clocks.png
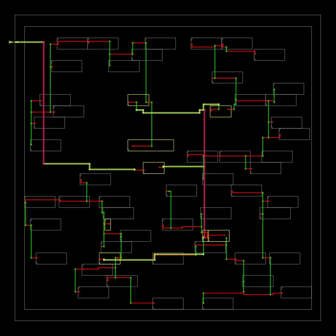
io_placement.png
Scale: 4 px per um. Pins as bars across the die edge, other pins in grey.
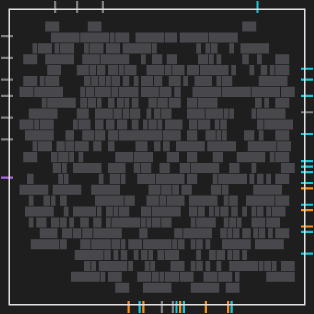
==> src/rtl/mult_booth_seq.sv <==
// mult_booth_seq: iterative signed N x N multiplier using radix-2 or radix-4
// Booth recoding over an {A, Q, Q-1} shift register, with start/busy/done
// handshake. producto is registered and only changes on completion or reset.
module mult_booth_seq #(
  parameter int N      = 8,
  parameter bit RADIX4 = 1'b0
) (
  input  logic           clk,
  input  logic           reset,
  input  logic           start,
  input  logic [N-1:0]   multiplicando,
  input  logic [N-1:0]   multiplicador,
  output logic [2*N-1:0] producto,
  output logic           busy,
  output logic           done
);

  localparam int K  = RADIX4 ? (N / 2) : N;
  localparam int CW = $clog2(K + 1);
  localparam int AW = N + 2;
  localparam logic [CW-1:0] LAST_STEP = CW'(K - 1);

  typedef enum logic [1:0] {
    IDLE = 2'd0,
    CALC = 2'd1,
    DONE = 2'd2
  } state_t;

  state_t          state_q, state_d;
  logic [AW-1:0]   a_q, a_d;
  logic [N-1:0]    q_q, q_d;
  logic            qm1_q, qm1_d;
  logic [N-1:0]    m_q, m_d;
  logic [CW-1:0]   count_q, count_d;
  logic [2*N-1:0]  prod_q, prod_d;
  logic            busy_q, busy_d;
  logic            done_q, done_d;

  logic [AW-1:0]   m_ext_s;
  logic [AW-1:0]   m2_ext_s;
  logic [AW-1:0]   addend_s;
  logic            sub_s;
  logic [AW-1:0]   sum_s;
  logic [AW-1:0]   a_step_s;
  logic [N-1:0]    q_step_s;
  logic            qm1_step_s;

  // One Booth step: recode the low multiplier bits, add/subtract M or 2M on
  // N+2 bits (wide enough for 2*(-2^(N-1))), then arithmetic-shift {A,Q,Q-1}.
  always_comb begin
    m_ext_s  = {{2{m_q[N-1]}}, m_q};
    m2_ext_s = {m_ext_s[AW-2:0], 1'b0};
    addend_s = {AW{1'b0}};
    sub_s    = 1'b0;
    if (RADIX4) begin
      case ({q_q[1:0], qm1_q})
        3'b001, 3'b010: begin addend_s = m_ext_s;  sub_s = 1'b0; end
        3'b011:         begin addend_s = m2_ext_s; sub_s = 1'b0; end
        3'b100:         begin addend_s = m2_ext_s; sub_s = 1'b1; end
        3'b101, 3'b110: begin addend_s = m_ext_s;  sub_s = 1'b1; end
        default:        begin addend_s = {AW{1'b0}}; sub_s = 1'b0; end
      endcase
    end else begin
      case ({q_q[0], qm1_q})
        2'b01:   begin addend_s = m_ext_s; sub_s = 1'b0; end
        2'b10:   begin addend_s = m_ext_s; sub_s = 1'b1; end
        default: begin addend_s = {AW{1'b0}}; sub_s = 1'b0; end
      endcase
    end
    if (sub_s) begin
      sum_s = a_q - addend_s;
    end else begin
      sum_s = a_q + addend_s;
    end
    if (RADIX4) begin
      a_step_s   = {{2{sum_s[AW-1]}}, sum_s[AW-1:2]};
      q_step_s   = {sum_s[1:0], q_q[N-1:2]};
      qm1_step_s = q_q[1];
    end else begin
      a_step_s   = {sum_s[AW-1], sum_s[AW-1:1]};
      q_step_s   = {sum_s[0], q_q[N-1:1]};
      qm1_step_s = q_q[0];
    end
  end

  // Control sequencing: accept in IDLE, iterate K steps in CALC, pulse DONE.
  always_comb begin
    state_d = state_q;
    a_d     = a_q;
    q_d     = q_q;
    qm1_d   = qm1_q;
    m_d     = m_q;
    count_d = count_q;
    prod_d  = prod_q;
    busy_d  = busy_q;
    done_d  = 1'b0;
    case (state_q)
      IDLE: begin
        if (start) begin
          state_d = CALC;
          a_d     = {AW{1'b0}};
          q_d     = multiplicador;
          qm1_d   = 1'b0;
          m_d     = multiplicando;
          count_d = {CW{1'b0}};
          busy_d  = 1'b1;
        end else begin
          busy_d  = 1'b0;
        end
      end
      CALC: begin
        a_d     = a_step_s;
        q_d     = q_step_s;
        qm1_d   = qm1_step_s;
        count_d = count_q + CW'(1);
        if (count_q == LAST_STEP) begin
          state_d = DONE;
          busy_d  = 1'b0;
          done_d  = 1'b1;
          prod_d  = {a_step_s[N-1:0], q_step_s};
        end else begin
          busy_d  = 1'b1;
        end
      end
      DONE: begin
        state_d = IDLE;
        busy_d  = 1'b0;
      end
      default: begin
        state_d = IDLE;
        busy_d  = 1'b0;
      end
    endcase
  end

  // State and datapath registers; synchronous reset discards any partial run.
  always_ff @(posedge clk) begin
    if (reset) begin
      state_q <= IDLE;
      a_q     <= {AW{1'b0}};
      q_q     <= {N{1'b0}};
      qm1_q   <= 1'b0;
      m_q     <= {N{1'b0}};
      count_q <= {CW{1'b0}};
      prod_q  <= {(2*N){1'b0}};
      busy_q  <= 1'b0;
      done_q  <= 1'b0;
    end else begin
      state_q <= state_d;
      a_q     <= a_d;
      q_q     <= q_d;
      qm1_q   <= qm1_d;
      m_q     <= m_d;
      count_q <= count_d;
      prod_q  <= prod_d;
      busy_q  <= busy_d;
      done_q  <= done_d;
    end
  end

  assign producto = prod_q;
  assign busy     = busy_q;
  assign done     = done_q;

endmodule

==> config.mk <==
export PLATFORM = sky130hd
export DESIGN_NAME = mult_booth_seq
export DESIGN_NICKNAME = d
export VERILOG_FILES = /design/src/rtl/mult_booth_seq.sv
export SDC_FILE = /design/constraint.sdc
export NUM_CORES = 1
export LEC_CHECK = 0
export CAP_MARGIN = 25
export CORE_MARGIN = 2
export CORE_UTILIZATION = 54
export CTS_CLUSTER_SIZE = 20
export DETAILED_ROUTE_END_ITERATION = 16
export GPL_ROUTABILITY_DRIVEN = 0
export PLACE_DENSITY_LB_ADDON = 0.25
export SYNTH_ARGS = -nofsm -noshare
export SYNTH_HDL_FRONTEND = slang
export SYNTH_SLANG_ARGS = --single-unit
==> constraint.sdc <==
create_clock -name clk -period 3.9 [get_ports clk]
set_clock_uncertainty 0.1 [all_clocks]
set_input_delay 0.975 -clock clk [delete_from_list [all_inputs] [get_ports clk]]
set_output_delay 0.975 -clock clk [all_outputs]
set_load 0.01 [all_outputs]
==> impl_metrics.json <==
{
  "cts_resized": 0,
  "xor_share_pct": 3.36,
  "post_cts_hold_buffer_count": 0,
  "cpLargestDelayFamily": "adder cells",
  "drt_first_pass_iters": 4,
  "path_clk_slew_ns": 0.08,
  "pwr-share-seq_pct": 40.8,
  "fp_util_pct": 55.6,
  "area_of_the_core_region_um2": 4690,
  "fa_ha_area_share_pct": 6.52,
  "syn2layout_area_growth_pct": 17.1,
  "grt_use_total_pct": 21.1,
  "report.final.slew_viol_count": 0,
  "clockPowerShare_pct": 25.4,
  "detailed_place_hpwl_um": 3520,
  "synthDominantAreaCellType": "sky130_fd_sc_hd__dfxtp_1",
  "grt_first_pass_wirelength_um": 9030,
  "drive_gt1_share_pct": 4.89,
  "status": "finished, final reports clean",
  "avgSynthCellArea_um2": 8.10,
  "routed_wirelength_um": 5210,
  "power.density_nw_per_um2": 464,
  "worstHoldEndpoint": "producto[1]$_SDFFE_PP0P_",
  "worst_setup_path_end_kind": "flop",
  "grt_setup_unrepaired": "no",
  "cpPeakStageDelay_ns": 0.38,
  "worst_hold_startpoint": "producto[1]$_SDFFE_PP0P_",
  "power.share.switching_pct": 32.5,
  "die_span_in_x_um": 73.5,
  "ys_dominant_reg_cell": "sky130_fd_sc_hd__dfxtp_1",
  "synth.yosys.num_cells": 322,
  "netlist_top_cells_count": "sky130_fd_sc_hd__nor2_1, sky130_fd_sc_hd__dfxtp_1, sky130_fd_sc_hd__a21oi_1, sky130_fd_sc_hd__nand2_1, sky130_fd_sc_hd__nor2b_1",
  "power_leader": "registers",
  "max_root_sink_buffers": 2,
  "postSynthSeqShare_pct": 38.4,
  "stage_log_warnings": 26,
  "post_place_setup_slack_ns": 0.731,
  "criticalPathCategory": "flop to flop",
  "crit_path_top_delay_cell": "sky130_fd_sc_hd__ha_1",
  "cp_data_required_time_ns": 3.96,
  "antenna_violations_before_repair": 0,
  "total_switching_power_mw": 0.460,
  "path_cells": "inv_1 > ha_1 > nand2b_1 > ha_1 > nor2_1 > nor2_1 > o21ai_0 > nand3_1 > ha_1 > nor2b_2 > a311oi_1 > xnor2_1 > a22oi_1 > nor2_1",
  "holdPathStages": 2,
  "syn_nets": 354,
  "cts_htree_levels": 2,
  "postLayoutSetupSlackWorst_ns": 0.660,
  "min_period_over_period_pct": 83.1,
  "fraction_of_the_mapped_netlist_area_in_compound_gates_pct": 15.9,
  "p_int_mw": 0.957,
  "power.share.combinational_pct": 33.8,
  "grt_max_degree": 58,
  "worst_skew_pair.late_latency_ns": 0.31,
  "synthCells": 322,
  "yosys-stat-area_um2": 2610,
  "route.vias.total": 2228,
  "r2r.worst_path.cells": 14,
  "synthTopLogicFamily": "simple AND/OR/NAND/NOR gates"
}
-- clocks.png (at the start) --
Inserted Clock Buffers: 5
reported clock group power: 0.360 mW
flip-flop and latch count: 50

-- io_placement.png (at the start) --
Purple marks `reset`, pins 1, direction input, edge left. Cyan marks `producto`, pins 16, direction output, edge 11 right, 4 bottom, 1 top. Orange marks `multiplicador`, pins 8, direction input, edge 5 bottom, 3 right.
All pins by edge: 15 right, 11 bottom, 7 left, 4 top.

metal layers:
| metal | track usage [%] | share of wire, % |
|---|---|---|
| met1 | 28.2 | 51 |
| met2 | 34.2 | 45 |
| met3 | 5.08 | 3.5 |
| met4 | 5.45 | 1.1 |
| met5 | 0 | 0 |
area by class of cell:
type,count,area (um^2)
fillers,429,1640
multi-input cells,248,1500
flip-flops and latches,50,1000
repair buffers,37,363
clock buffers,7,76.3
well taps,54,67.6
clock inverters,1,30.0
inverters,5,18.8
registers in the layout, summed over array words and instances, names as in the netlist:
register  count
a_q           9
qm1_q         1
done          1
state_q       2
busy          1
producto     16
q_q           8
m_q           8
count_q       4
Power and IR drop assume default switching activity.
